### src/rtl/float_dot_sched.sv
// Dot-product sequencer for one float_mac: MAC_LAT partial sums are interleaved
// round-robin through the MAC pipeline, then serially reduced through the same MAC.
module float_dot_sched #(
  parameter int E_BIT   = 8,
  parameter int F_BIT   = 23,
  parameter int MAC_LAT = 6,
  parameter int LEN_W   = 16,
  localparam int W      = 1 + E_BIT + F_BIT
) (
  input  logic             clk,
  input  logic             rst_n,
  input  logic             start,
  input  logic [LEN_W-1:0] len,
  input  logic             in_valid,
  output logic             in_ready,
  input  logic [W-1:0]     in_a,
  input  logic [W-1:0]     in_b,
  output logic             busy,
  output logic             res_valid,
  output logic [W-1:0]     res_data,
  output logic [W-1:0]     mac_mul_a,
  output logic [W-1:0]     mac_mul_b,
  output logic [W-1:0]     mac_add_in,
  output logic             mac_com,
  input  logic [W-1:0]     mac_out
);
  localparam int SW = $clog2(MAC_LAT);
  localparam int PW = $clog2(MAC_LAT + 1);
  localparam logic [W-1:0] ONE = {1'b0, 1'b0, {(E_BIT-1){1'b1}}, {F_BIT{1'b0}}};

  typedef enum logic [1:0] {IDLE, ACCUM, DRAIN, REDUCE} state_t;
  state_t state_q, state_d;

  logic [LEN_W-1:0]   len_q, cnt;
  logic [SW-1:0]      slot, iss_slot, slot_inc, pidx, rk;
  logic               add_sel;
  logic [MAC_LAT-1:0] live;
  logic [W-1:0]       psum [MAC_LAT];
  logic [PW-1:0]      nlive, tmr, dcnt;
  logic               accept, last_acc, drain_end, red_end, cap_now;

  assign accept    = (state_q == ACCUM) && in_valid;
  assign last_acc  = accept && (cnt == len_q - LEN_W'(1));
  assign drain_end = (state_q == DRAIN) && (dcnt == PW'(MAC_LAT));
  assign red_end   = (state_q == REDUCE) && (tmr == PW'(MAC_LAT));
  // DRAIN cycle 0 still holds the final element on the MAC inputs; captures start at cycle 1
  assign cap_now   = (state_q == DRAIN) && (dcnt != '0) && live[iss_slot];
  assign slot_inc  = (slot == SW'(MAC_LAT - 1)) ? '0 : slot + SW'(1);
  assign in_ready  = (state_q == ACCUM);
  assign busy      = (state_q != IDLE);
  assign mac_com   = 1'b0;

  always_ff @(posedge clk or negedge rst_n) begin
    if (!rst_n) state_q <= IDLE;
    else        state_q <= state_d;
  end

  always_comb begin
    state_d    = state_q;
    mac_add_in = '0;
    unique case (state_q)
      IDLE:   if (start && len != '0) state_d = ACCUM;
      ACCUM: begin
        mac_add_in = add_sel ? mac_out : '0;
        if (last_acc) state_d = DRAIN;
      end
      DRAIN: begin
        mac_add_in = add_sel ? mac_out : '0;
        if (drain_end) state_d = REDUCE;
      end
      REDUCE: begin
        // first reduce op adds psum[0]; later ops chain the previous op's result
        if (tmr == '0 && rk != '0) mac_add_in = (rk == SW'(1)) ? psum[0] : mac_out;
        if (red_end) state_d = IDLE;
      end
      default: state_d = IDLE;
    endcase
  end

  always_ff @(posedge clk or negedge rst_n) begin
    if (!rst_n) begin
      len_q <= '0; cnt <= '0; slot <= '0; iss_slot <= '0; add_sel <= 1'b0;
      live <= '0; pidx <= '0; rk <= '0; nlive <= '0; tmr <= '0; dcnt <= '0;
      res_valid <= 1'b0; res_data <= '0; mac_mul_a <= '0; mac_mul_b <= '0;
      for (int i = 0; i < MAC_LAT; i++) psum[i] <= '0;
    end else begin
      res_valid <= 1'b0;
      mac_mul_a <= '0;
      mac_mul_b <= '0;
      unique case (state_q)
        IDLE: begin
          add_sel <= 1'b0;
          if (start) begin
            if (len == '0) begin
              res_data  <= '0;
              res_valid <= 1'b1;
            end else begin
              len_q <= len; cnt <= '0; slot <= '0; live <= '0; pidx <= '0;
            end
          end
        end
        ACCUM: begin
          iss_slot <= slot;
          slot     <= slot_inc;
          add_sel  <= live[slot];
          dcnt     <= '0;
          if (accept) begin
            mac_mul_a  <= in_a;
            mac_mul_b  <= in_b;
            live[slot] <= 1'b1;
            cnt        <= cnt + LEN_W'(1);
          end
        end
        DRAIN: begin
          iss_slot <= slot;
          slot     <= slot_inc;
          add_sel  <= 1'b0;
          dcnt     <= dcnt + PW'(1);
          // partials are packed densely so reduction only visits live slots
          if (cap_now) begin
            psum[pidx] <= mac_out;
            pidx       <= pidx + SW'(1);
          end
          if (drain_end) begin
            nlive <= PW'(pidx) + PW'(1);
            if (pidx != '0) begin
              mac_mul_a <= (pidx == SW'(1)) ? mac_out : psum[1];
              mac_mul_b <= ONE;
              rk        <= SW'(1);
              tmr       <= '0;
            end else begin
              rk  <= '0;
              tmr <= PW'(MAC_LAT);
            end
          end
        end
        REDUCE: begin
          tmr <= tmr + PW'(1);
          if (tmr == PW'(MAC_LAT - 1) && (PW'(rk) + PW'(1) < nlive)) begin
            mac_mul_a <= psum[rk + SW'(1)];
            mac_mul_b <= ONE;
            rk        <= rk + SW'(1);
            tmr       <= '0;
          end
          if (red_end) begin
            res_data  <= (rk == '0) ? psum[0] : mac_out;
            res_valid <= 1'b1;
          end
        end
        default: ;
      endcase
    end
  end
endmodule
### config.mk
export PLATFORM = sky130hd
export DESIGN_NAME = float_dot_sched
export DESIGN_NICKNAME = d
export VERILOG_FILES = /design/src/rtl/float_dot_sched.sv
export SDC_FILE = /design/constraint.sdc
export NUM_CORES = 1
export LEC_CHECK = 0
export ABC_AREA = 1
export CAP_MARGIN = 40
export CELL_PAD_IN_SITES_DETAIL_PLACEMENT = 1
export CELL_PAD_IN_SITES_GLOBAL_PLACEMENT = 2
export CORE_ASPECT_RATIO = 0.8
export CORE_MARGIN = 1
export CORE_UTILIZATION = 35
export DETAILED_ROUTE_END_ITERATION = 16
export GPL_ROUTABILITY_DRIVEN = 0
export GPL_TIMING_DRIVEN = 0
export PLACE_DENSITY = 0.91
export SYNTH_ARGS = -nofsm -noshare
export SYNTH_HDL_FRONTEND = slang
export SYNTH_SLANG_ARGS = --single-unit
### constraint.sdc
create_clock -name clk -period 6.2 [get_ports clk]
set_clock_uncertainty 0.15 [all_clocks]
set_input_delay 0.93 -clock clk [delete_from_list [all_inputs] [get_ports clk]]
set_output_delay 0.93 -clock clk [all_outputs]
set_load 0.03 [all_outputs]
Run 1, where the registers sit:
Other sequential cells in the stronger grey, the rest of the logic in the fainter grey.
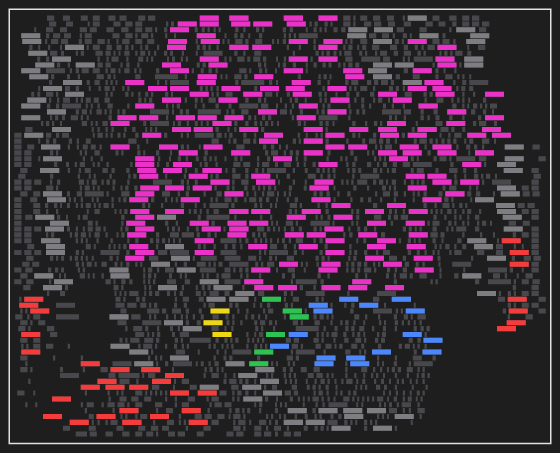
legend:
  live:
    colour: green
    placed_flops: 6
    where: south
  cnt:
    colour: blue
    placed_flops: 16
  mac_mul_b:
    colour: red
    placed_flops: 32
  psum:
    colour: magenta
    placed_flops: 192
  slot:
    colour: yellow
    placed_flops: 3
total area of sequential cells: 8780 um^2
Seq. pwr: 3.64 mW
fraction of area in registers: 0.398
Post-Route Utilization: 0.454

Run 1, routed clock nets over the placement:
Bar = 100 um.
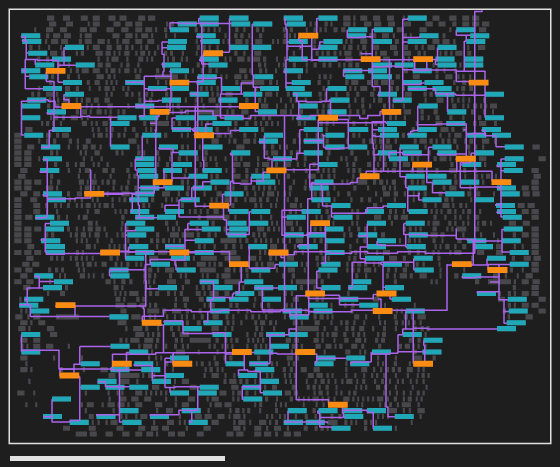
legend:
  flip-flops:
    colour: cyan
    count: 351
  cells driving clock nets:
    colour: orange
    count: 40
  clock wires:
    colour: purple
    length: 5180 um
routed clock nets: 41
part of the power in the clock network: 0.227
Clock Power: 2.55 mW

Run 1, cell sizes after repair:
Bar = 100 um.
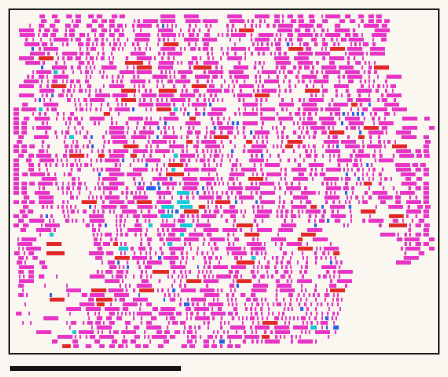
legend:
  drive 2:
    colour: blue
    cells: 71
  drive 3 to 4:
    colour: cyan
    cells: 20
  drive 6 and up:
    colour: red
    cells: 69
  drive 1 or less:
    colour: magenta
    cells: 2240
Final Instance Area: 22000 um^2
non-clock buffer total of the final layout: 377
Final Worst Setup Slack: 928 ps
area growth from synthesis to final layout: 27.3%

==> metrics.log, run 1 <==
[report] implementation figures
INFO  metric worstSetupEndpointType = output port
INFO  metric post_cts_setup_bufs = 0
INFO  metric synth_largest_type_area_fraction = 0.507
INFO  metric antenna_found_initial = 1
INFO  metric power.share.switching = 0.448
INFO  metric floorplanUtilization = 0.357
INFO  metric floorplan.die.width = 251 um
INFO  metric routed_wirelength = about 66 mm
INFO  metric netlist_top_cells_area = sky130_fd_sc_hd__dfrtp_1, sky130_fd_sc_hd__nand2_1, sky130_fd_sc_hd__o21ai_0, sky130_fd_sc_hd__inv_1, sky130_fd_sc_hd__a21oi_1
INFO  metric finalSetupViolations = 0
INFO  metric worst_ep_required_time = 5120 ps
INFO  metric achievable-frequency = between 150 and 200 MHz
INFO  metric maximum_number_of_pins_on_one_net_before_global_route_repair = 105
INFO  metric synth.cellmix.simpleShare = 0.194
INFO  metric detail_route.wl_per_cell = 21.8 um
INFO  metric stdcell_count = a little over 3000
INFO  metric number_of_cells_produced_by_synthesis = roughly 2100
INFO  metric hp-class = input pin to asynchronous set/reset pin
INFO  metric cellLeakagePower = 10.2 nW
INFO  metric synth_xor_xnor_area_share = 0.0111
INFO  metric grt-busiest-layer = met1
INFO  metric cts.reportedPaths.clkPinSlew = about 60 ps
INFO  metric final.setup.tns = 0 ps
INFO  metric fin_nets = about 2500
INFO  metric top_area_cell = sky130_fd_sc_hd__dfrtp_1
INFO  metric cell_count_after_placement = 2961
INFO  metric port_buffers = around 250
INFO  metric vdd.ir_drop.worst = 225 uV
INFO  metric rsz0062_at_grt = no
INFO  metric preCtsSetupSlack = around 1500 ps
INFO  metric detailedRoute.firstPassIterationCount = 5
INFO  metric cts_tree = built
INFO  metric synth.lib_cells_used.distinct = between 40 and 50
INFO  metric synth_stat.cells = 2082
INFO  metric crit_type = register to output port
INFO  metric mostFrequentLayoutCells = sky130_fd_sc_hd__nand2_1, sky130_fd_sc_hd__dfrtp_1, sky130_fd_sc_hd__clkdlybuf4s50_1, sky130_fd_sc_hd__o21ai_0, sky130_fd_sc_hd__inv_1
INFO  metric finalPower = 11.2 mW
INFO  metric std_cell_rows = about 70
INFO  metric dominantRegCellSynth = sky130_fd_sc_hd__dfrtp_1
INFO  metric worstReg2RegEnd = mac_mul_a[17]
INFO  metric share_of_layout_cells_above_drive_strength_1 = 0.0667
INFO  metric period_used_share = 0.850
INFO  metric synth-area-yosys = roughly 17000 um^2
INFO  metric crit_path_end = mac_add_in[5]
INFO  metric regToRegSetupSlack = approximately 2300 ps
INFO  metric synthTopLogicFamily = simple AND/OR/NAND/NOR gates
INFO  metric via_per_inst = 5.40
INFO  metric pin_count = 248
INFO  metric cts_max_level = 2
INFO  metric async_flop_share = 1.00
INFO  metric run_status = completed
INFO  metric timing.critical_path.from = rk[0]
INFO  metric place.detailed.hpwl = around 51 mm
INFO  metric cts_hold_repair.buffers = 0
INFO  metric yosys_warning_count = 0
INFO  metric drcViolationCount = 0
INFO  metric placed_area = between 20000 and 25000 um^2
INFO  metric synth_seq_share = 0.507
INFO  metric final_hold_viols = 0
INFO  metric cells_resized_by_post_cts_repair = 0
INFO  metric die_h = approximately 200 um
INFO  metric layout_top_cell_excl_fill_tap = sky130_fd_sc_hd__nand2_1
INFO  metric clock_latency = a little under 600 ps
INFO  metric pwr-share-comb = 0.449
INFO  metric vias = roughly 16000
INFO  metric switching_power = between 5 and 6 mW
INFO  metric drt.antenna.violating_nets = 0
INFO  metric startpoint_type = register
run 1: registers in the layout, indices dropped and copies added (netlist names), 6 cells and up:
register   count
mac_mul_a     32
res_data      32
cnt           16
len_q         16
psum         192
live           6
mac_mul_b     32
run 1: synth_stat cells (3+ instances only):
master                       n
sky130_fd_sc_hd__o22ai_1    33
sky130_fd_sc_hd__a32o_1     33
sky130_fd_sc_hd__buf_4       9
sky130_fd_sc_hd__o31ai_1     7
sky130_fd_sc_hd__buf_2      40
sky130_fd_sc_hd__buf_1       7
sky130_fd_sc_hd__a21oi_1   108
sky130_fd_sc_hd__nor3_1      9
sky130_fd_sc_hd__o211ai_1   32
sky130_fd_sc_hd__nand2_2     3
sky130_fd_sc_hd__mux2i_1    32
sky130_fd_sc_hd__buf_6      11
sky130_fd_sc_hd__o21ai_0   209
sky130_fd_sc_hd__nand4_1    13
sky130_fd_sc_hd__a31oi_1    34
sky130_fd_sc_hd__inv_1     150
sky130_fd_sc_hd__clkbuf_2    8
sky130_fd_sc_hd__xor2_1      9
sky130_fd_sc_hd__nand3_1    37
sky130_fd_sc_hd__dfrtp_1   351
sky130_fd_sc_hd__nand2_1   632
sky130_fd_sc_hd__nor2_1    121
sky130_fd_sc_hd__clkbuf_1   52
sky130_fd_sc_hd__ha_1       23
sky130_fd_sc_hd__xnor2_1    11
sky130_fd_sc_hd__nand4_4     6
sky130_fd_sc_hd__a22oi_1    18
sky130_fd_sc_hd__inv_2       6
sky130_fd_sc_hd__o21ai_1    57
run 1: critical path, cell delays in order, from the launching register on:
cell	delay [ps]
sky130_fd_sc_hd__dfrtp_1	380
sky130_fd_sc_hd__buf_2	240
sky130_fd_sc_hd__inv_1	120
sky130_fd_sc_hd__buf_2	230
sky130_fd_sc_hd__buf_4	220
sky130_fd_sc_hd__ha_1	200
sky130_fd_sc_hd__nand2_1	100
sky130_fd_sc_hd__nand4_1	120
sky130_fd_sc_hd__o21ai_1	370
sky130_fd_sc_hd__clkbuf_1	570
sky130_fd_sc_hd__nand2_1	110
sky130_fd_sc_hd__a21oi_1	250
sky130_fd_sc_hd__clkdlybuf4s50_1	720
run 1: final cells by class:
type | instances | area (um^2) | area share
Inverter | 158 | 598 | 0.0271
Clock inverter | 18 | 277 | 0.0125
Multi-Input combinational cell | 1446 | 7280 | 0.330
Clock buffer | 50 | 1100 | 0.0499
Tap cell | 629 | 787 | 0.0357
Sequential cell | 351 | 8780 | 0.398
Timing Repair Buffer | 250 | 2560 | 0.116
Antenna cell | 1 | 2.50 | 0.000114
Buffer | 127 | 653 | 0.0296
run 1: power groups by stage:
| stage | sequential [mW] | combinational [mW] | clock, mW |
|---|---|---|---|
| 2_1_floorplan | 3.75 | 2.75 | 0 |
| 3_3_place_gp | 3.61 | 4.76 | 0 |
| 3_5_place_dp | 3.65 | 4.91 | 0 |
| 4_1_cts | 3.62 | 4.96 | 2.59 |
| 5_1_grt | 3.72 | 5.49 | 2.69 |
| 6_report | 3.64 | 5.04 | 2.55 |
run 1: metal layers:
| layer | vias up | routed length [um] |
|---|---|---|
| met3 | 80 | 5550 |
| met4 | 2 | 1240 |
| li1 | 7504 | - |
| met1 | 8201 | 32400 |
| met2 | 576 | 26900 |
| met5 | - | 19 |
==> run 2, diff against run 1 <==
--- a/config.mk
+++ b/config.mk
@@ -10,7 +10,6 @@
 export CELL_PAD_IN_SITES_DETAIL_PLACEMENT = 1
 export CELL_PAD_IN_SITES_GLOBAL_PLACEMENT = 2
 export CORE_ASPECT_RATIO = 0.8
-export CORE_MARGIN = 1
 export CORE_UTILIZATION = 35
 export DETAILED_ROUTE_END_ITERATION = 16
 export GPL_ROUTABILITY_DRIVEN = 0
Run 2, cell sizes after repair:
Bar = 100 um.
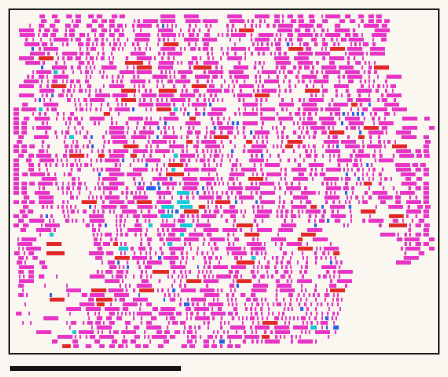
legend:
  drive 3 to 4:
    colour: cyan
    cells: 20
  drive 6 and up:
    colour: red
    cells: 69
  drive 2:
    colour: blue
    cells: 71
  drive 1 or less:
    colour: magenta
    cells: 2240

==> run 2 against run 1 <==
Synthesized area unchanged. Clock-buffer cell count did not move. Core utilization unchanged. First-iteration DRC count stayed put. Worst setup slack stayed put. Maximum frequency unchanged. Clock power about the same. Global-route usage unchanged. Die area unchanged. Sequential power is essentially flat. Combinational power hardly changed.
==> metrics.log, run 2 <==
[report] implementation figures
INFO  metric crit_type = register to output port
INFO  metric stdcell_count = 3030 (unchanged)
INFO  metric synth_seq_share = 0.507 (unchanged)
INFO  metric cells_resized_by_post_cts_repair = 0 (unchanged)
INFO  metric dominantRegCellSynth = sky130_fd_sc_hd__dfrtp_1
INFO  metric finalSetupViolations = 0 (unchanged)
INFO  metric synth.lib_cells_used.distinct = 45 (unchanged)
INFO  metric floorplanUtilization = 0.357 (unchanged)
INFO  metric fin_nets = 2513 (unchanged)
INFO  metric floorplan.die.width = 251 um (unchanged)
INFO  metric async_flop_share = 1.00 (unchanged)
INFO  metric drt.antenna.violating_nets = 0 (unchanged)
INFO  metric rsz0062_at_grt = no
INFO  metric vdd.ir_drop.worst = 225 uV (unchanged)
INFO  metric detail_route.wl_per_cell = 21.8 um (unchanged)
INFO  metric layout.cell_area.non_filler = 22000 um^2 (unchanged)
INFO  metric die_h = 201 um (unchanged)
INFO  metric routed_wirelength = 66.0 mm (unchanged)
INFO  metric cellLeakagePower = 10.2 nW (unchanged)
INFO  metric synthMostInstantiatedCell = sky130_fd_sc_hd__nand2_1
INFO  metric maximum_number_of_pins_on_one_net_before_global_route_repair = 105 (unchanged)
INFO  metric met3RoutedLength = 5.55 mm (unchanged)
INFO  metric achievable-frequency = 190 MHz (unchanged)
INFO  metric maxUsedRoutingLayer = met5
INFO  metric post_cts_setup_bufs = 0 (unchanged)
INFO  metric place.detailed.hpwl = 50.9 mm (unchanged)
INFO  metric largest_register_ff_count = 192 (unchanged)
INFO  metric wl_met2 = 26.9 mm (unchanged)
INFO  metric detail_route.wirelength.met1 = 32.4 mm (unchanged)
INFO  metric worstSetupEndpointType = output port
INFO  metric max_flop_register = psum
INFO  metric top_cells_by_count = sky130_fd_sc_hd__nand2_1, sky130_fd_sc_hd__dfrtp_1, sky130_fd_sc_hd__o21ai_0, sky130_fd_sc_hd__inv_1, sky130_fd_sc_hd__nor2_1
INFO  metric synth_largest_type_area_fraction = 0.507 (unchanged)
INFO  metric antenna_found_initial = 1 (unchanged)
INFO  metric synth-area-yosys = 17300 um^2 (unchanged)
INFO  metric port_buffers = 246 (unchanged)
INFO  metric run_status = completed
INFO  metric post-route-worst-setup-slack = 928 ps (unchanged)
INFO  metric vias = 16400 (unchanged)
INFO  metric period_used_share = 0.850 (unchanged)
INFO  metric cts_hold_repair.buffers = 0 (unchanged)
INFO  metric mostFrequentLayoutCells = sky130_fd_sc_hd__nand2_1, sky130_fd_sc_hd__dfrtp_1, sky130_fd_sc_hd__clkdlybuf4s50_1, sky130_fd_sc_hd__o21ai_0, sky130_fd_sc_hd__inv_1
INFO  metric area.growth.synth_to_final = 27.3% (unchanged)
INFO  metric share_of_layout_cells_above_drive_strength_1 = 0.0667 (unchanged)
Run 2, routed clock nets over the placement:
Bar = 100 um.
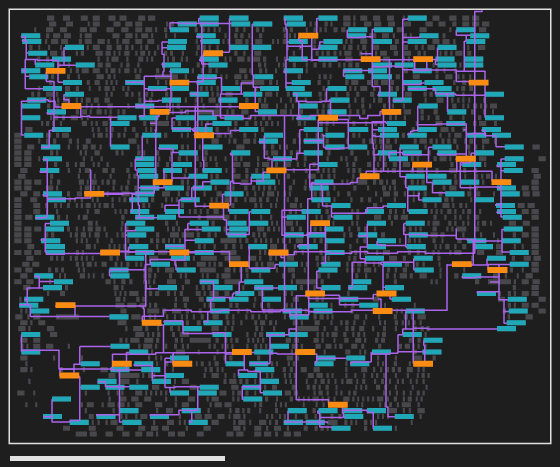
legend:
  flip-flops:
    colour: cyan
    count: 351
  cells driving clock nets:
    colour: orange
    count: 40
  clock wires:
    colour: purple
    length: 5180 um
routed clock nets: 41
Clock Latency Late Sink: 580 ps

## run 2: final timing paths
kind / from / end / slack, ps / depth (start not counted)
setup / recovery: rk[0] / mac_add_in[5] / 930 / 12
hold / removal: rst_n / mac_mul_b[16] / 230 / 1
setup reg to reg: rk[0] / mac_mul_a[17] / 2270 / 11
hold reg to reg: psum[16] / psum[16] / 330 / 2
max in group asynchronous: rst_n / mac_mul_b[24] / 3920 / 4
min in group clk: psum[16] / psum[16] / 330 / 2
## run 2: logic make-up after synthesis
group	count (synthesis)	share of synthesized area
flops	351	0.507
fa+ha+maj	23	0.0166
buf+inv	285	0.0722
compound gates	539	0.180
xor+xnor	21	0.0111
other cells	1	0.000217
mux	32	0.0185
simple gates	830	0.194
## run 2: stage by stage
| step | total power [mW] | utilization |
|---|---|---|
| 2_1_floorplan | 6.50 | - |
| 3_3_place_gp | 8.37 | 0.424 |
| 3_5_place_dp | 8.55 | 0.426 |
| 4_1_cts | 11.2 | 0.454 |
| 5_1_grt | 11.9 | 0.454 |
| 6_report | 11.2 | 0.454 |
## run 2: final cells by class
| type | instances | area (um^2) |
|---|---|---|
| clock buffers | 50 | 1100 |
| well taps | 629 | 787 |
| fillers | 5679 | 26500 |
| multi-input cells | 1446 | 7280 |
| plain buffers | 127 | 653 |
| diodes | 1 | 2.50 |
| clock inverters | 18 | 277 |
| inverters | 158 | 598 |
| repair buffers | 250 | 2560 |
| flip-flops and latches | 351 | 8780 |
## run 2: worst max-delay path, cell delays in order, from the launching register on
cell and delay (ps):
sky130_fd_sc_hd__dfrtp_1 380, sky130_fd_sc_hd__buf_2 240, sky130_fd_sc_hd__inv_1 120, sky130_fd_sc_hd__buf_2 230, sky130_fd_sc_hd__buf_4 220, sky130_fd_sc_hd__ha_1 200
sky130_fd_sc_hd__nand2_1 100, sky130_fd_sc_hd__nand4_1 120, sky130_fd_sc_hd__o21ai_1 370, sky130_fd_sc_hd__clkbuf_1 570, sky130_fd_sc_hd__nand2_1 110, sky130_fd_sc_hd__a21oi_1 250
sky130_fd_sc_hd__clkdlybuf4s50_1 720
## run 2: layer usage
layer,vias up,track usage
met5,-,0
met4,2,0.0596
met3,80,0.0673
met2,576,0.368
met1,8201,0.407
li1,7504,-
## run 2: power by group
part           switching [mW]  leakage, nW  total, mW  internal, mW
Clock                    1.00        0.683       2.55          1.55
Combinational            3.37         5.62       5.04          1.67
Sequential              0.651         3.88       3.64          2.99
Run 2, clock nets:
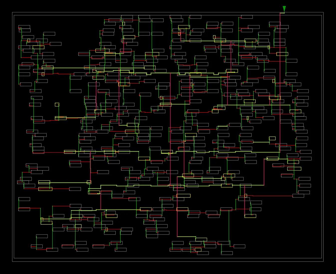

==> run 3, diff against run 2 <==
--- a/config.mk
+++ b/config.mk
@@ -9,7 +9,7 @@
 export CAP_MARGIN = 40
 export CELL_PAD_IN_SITES_DETAIL_PLACEMENT = 1
 export CELL_PAD_IN_SITES_GLOBAL_PLACEMENT = 2
-export CORE_ASPECT_RATIO = 0.8
+export CORE_ASPECT_RATIO = 1.2
 export CORE_UTILIZATION = 35
 export DETAILED_ROUTE_END_ITERATION = 16
 export GPL_ROUTABILITY_DRIVEN = 0
Run 3, clock nets:
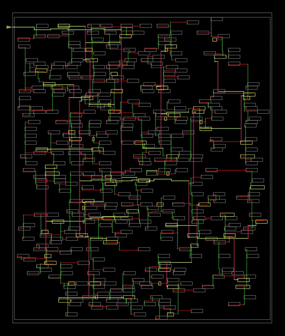
# clk buffers: 55
Clock Power: 2.61 mW
Seq Cell Count: 351
Clock Latency Late Sink: 570 ps
CTS sink cnt: 351

Run 3, where the registers sit:
Other sequential cells in the stronger grey, the rest of the logic in the fainter grey.
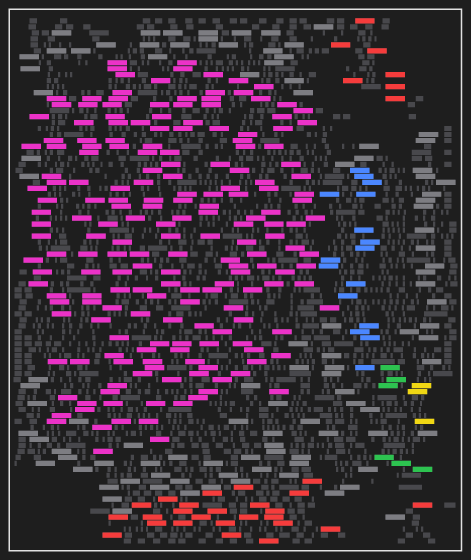
legend:
  slot:
    colour: yellow
    placed_flops: 3
  cnt:
    colour: blue
    placed_flops: 16
    where: east
  psum:
    colour: magenta
    placed_flops: 192
  live:
    colour: green
    placed_flops: 6
    where: south-east
  mac_mul_b:
    colour: red
    placed_flops: 32
not coloured: 102
Post-Route Utilization: 0.456
fraction of area in registers: 0.398

==> run 3 against run 2 <==
Worst setup slack got worse by 280 ps. Register-to-register slack got worse by 290 ps. Synthesized area did not move. Critical path type unchanged. Highest routed layer is now met4.
==> metrics.log, run 3 <==
[report] implementation figures
INFO  metric post-route-worst-setup-slack = 650 ps (-278 ps)
INFO  metric mostFrequentLayoutCells = sky130_fd_sc_hd__nand2_1, sky130_fd_sc_hd__dfrtp_1, sky130_fd_sc_hd__clkdlybuf4s50_1, sky130_fd_sc_hd__o21ai_0, sky130_fd_sc_hd__inv_1
INFO  metric synth-area-yosys = 17300 um^2 (unchanged)
INFO  metric synth.lib_cells_used.distinct = 45 (unchanged)
INFO  metric achievable-frequency = 180 MHz (-5.0%)
INFO  metric synthMostInstantiatedCell = sky130_fd_sc_hd__nand2_1
INFO  metric synth_largest_type_area_fraction = 0.507 (unchanged)
INFO  metric power.clock.fraction = 0.233 (+0.006)
INFO  metric die_h = 246 um (+22%)
INFO  metric synth_seq_share = 0.507 (unchanged)
INFO  metric rsz0062_at_grt = no
INFO  metric crit_type = register to output port
INFO  metric pwr-share-comb = 0.446 (-0.003)
INFO  metric place.detailed.hpwl = 52.2 mm (+2.5%)
INFO  metric beginning_of_the_worst_register_to_register_path = rk[0]
INFO  metric detail_route.wl_per_cell = 22.3 um (+2.3%)
INFO  metric synth.cellmix.simpleShare = 0.194 (unchanged)
INFO  metric internal_power = 6.26 mW (+0.88%)
INFO  metric seqPwrFrac = 0.321 (-0.003)
INFO  metric period_used_share = 0.895 (+0.0448)
INFO  metric routed_wirelength = 67.5 mm (+2.3%)
INFO  metric finalSetupViolations = 0 (unchanged)
INFO  metric r2r_cells = 10 (-1)
INFO  metric ys_sh_adder = 0.0166 (unchanged)
INFO  metric synth_stat.cells = between 2000 and 2500
INFO  metric dominantRegCellSynth = sky130_fd_sc_hd__dfrtp_1
INFO  metric largest_register_ff_count = 192 (unchanged)
INFO  metric floorplan.die.width = 205 um (-18%)
INFO  metric worstReg2RegEnd = mac_mul_a[11]
INFO  metric power.share.switching = 0.443 (-0.00448)
INFO  metric pin_count = about 250
INFO  metric cts-root-buf = sky130_fd_sc_hd__clkbuf_16
INFO  metric async_flop_share = 1.00 (unchanged)
INFO  metric fin_nets = 2513 (unchanged)
INFO  metric layout.cell_area.non_filler = 22100 um^2 (+0.23%)
INFO  metric timing.max_cap.violations = 0
INFO  metric share_of_layout_cells_above_drive_strength_1 = 0.0675 (+0.000833)
INFO  metric floorplanUtilization = 0.357 (+0.000811)
INFO  metric drcViolationCount = 0
INFO  metric area.growth.synth_to_final = 27.6%
INFO  metric ys_sh_aoi = 0.180 (unchanged)
INFO  metric top_cells_by_count = sky130_fd_sc_hd__nand2_1, sky130_fd_sc_hd__dfrtp_1, sky130_fd_sc_hd__o21ai_0, sky130_fd_sc_hd__inv_1, sky130_fd_sc_hd__nor2_1
INFO  metric synth_xor_xnor_area_share = 0.0111 (unchanged)
INFO  metric number_of_cells_produced_by_synthesis = 2082
INFO  metric synthTopLogicFamily = simple AND/OR/NAND/NOR gates
INFO  metric vdd.ir_drop.worst = 252 uV (+12%)
INFO  metric cellLeakagePower = 10.2 nW (+0.23%)
INFO  metric cts_tree = built
INFO  metric port_buffers = 246 (unchanged)
INFO  metric post_cts_setup_bufs = 0 (unchanged)
INFO  metric switching_power = 4.98 mW (-0.93%)
INFO  metric drt.antenna.violating_nets = 0 (unchanged)
INFO  metric vias = 16300 (-0.34%)
INFO  metric maximum_number_of_pins_on_one_net_before_global_route_repair = 110 (+4.8%)
INFO  metric cts_hold_repair.buffers = 0 (unchanged)
INFO  metric antenna_found_initial = 0 (-1)
INFO  metric preCtsSetupSlack = ~1300 ps
INFO  metric yosys-mux-area-fraction = 0.0185 (unchanged)
INFO  metric worstSetupEndpointType = output port
INFO  metric run_status = completed
INFO  metric regToRegSetupSlack = 1980 ps (-290 ps)
INFO  metric max_flop_register = psum
INFO  metric num_antenna_cells = 0 (-1)
INFO  metric cells_resized_by_post_cts_repair = 0 (unchanged)
## run 3: worst max-delay path: stages (launching register included)
cell and delay, ps:
sky130_fd_sc_hd__dfrtp_1 400, sky130_fd_sc_hd__buf_2 260, sky130_fd_sc_hd__inv_1 120, sky130_fd_sc_hd__buf_2 210, sky130_fd_sc_hd__buf_4 210, sky130_fd_sc_hd__ha_1 200
sky130_fd_sc_hd__nand2_1 80, sky130_fd_sc_hd__nand4_1 100, sky130_fd_sc_hd__o21ai_1 470, sky130_fd_sc_hd__clkbuf_1 610, sky130_fd_sc_hd__nand2_1 120, sky130_fd_sc_hd__a21oi_1 380
sky130_fd_sc_hd__clkdlybuf4s50_1 750
## run 3: power by group through the flow
| stage | clock network, mW | registers, mW | logic, mW |
|---|---|---|---|
| final | 2.61 | 3.61 | 5.01 |
| after global routing | 2.73 | 3.69 | 5.46 |
| after CTS | 2.65 | 3.60 | 5.04 |
| after detailed placement | 0 | 3.62 | 5.00 |
| after global placement | 0 | 3.62 | 4.84 |
| after floorplan | 0 | 3.75 | 2.75 |
## run 3: per-stage QoR
| step | std cells | hold slack (ps) | utilization | setup TNS (ps) | total power, mW |
|---|---|---|---|---|---|
| 6_report | 3030 | 269 | 0.456 | 0 | 11.2 |
| 3_3_place_gp | 2958 | 315 | 0.425 | -4056340 | 8.46 |
| 3_5_place_dp | 2961 | 324 | 0.426 | 0 | 8.62 |
| 5_1_grt | 3030 | 332 | 0.456 | 0 | 11.9 |
| 4_1_cts | 3030 | 320 | 0.456 | 0 | 11.3 |
| 2_1_floorplan | 2082 | 299 | - | 0 | 6.50 |
## run 3: routing by layer
layer,share of wire,up-vias,track usage
li1,-,7508,-
met1,0.39,8180,0.314
met2,0.52,444,0.490
met3,0.036,176,0.0278
met4,0.058,0,0.155
met5,0,-,0
## run 3: worst max path at each step
stage	from	to	slack, ps	cells after the start
3_5_place_dp	rk[0]	mac_add_in[27]	1350	12
4_1_cts	rk[0]	mac_add_in[30]	700	12
6_report	rk[0]	mac_add_in[0]	650	12
3_3_place_gp	rst_n	mac_mul_a[16]	-11630	1
2_1_floorplan	rk[0]	mac_add_in[0]	2790	11
5_1_grt	rk[0]	mac_add_in[27]	450	12
## run 3: kinds of logic (layout without fill, tap and decap cells)
family | after synthesis | in the layout
other | 1 | 1
adder cells (fa/ha/maj) | 23 | 23
buffers and inverters | 285 | 603
flip-flops | 351 | 351
XOR/XNOR | 21 | 21
multiplexers | 32 | 32
AND/OR/NAND/NOR | 830 | 830
AND-OR/OR-AND | 539 | 539
## run 3: layout make-up
type                    instances  area, um^2
clock buffers                  55        1200
inverters                     158         598
well taps                     630         788
flip-flops and latches        351        8780
multi-input cells            1446        7280
fillers                      5774       26400
plain buffers                 127         653
clock inverters                14         235
repair buffers                249        2550
No activity file was given, so power comes from the tool's default toggle rates.
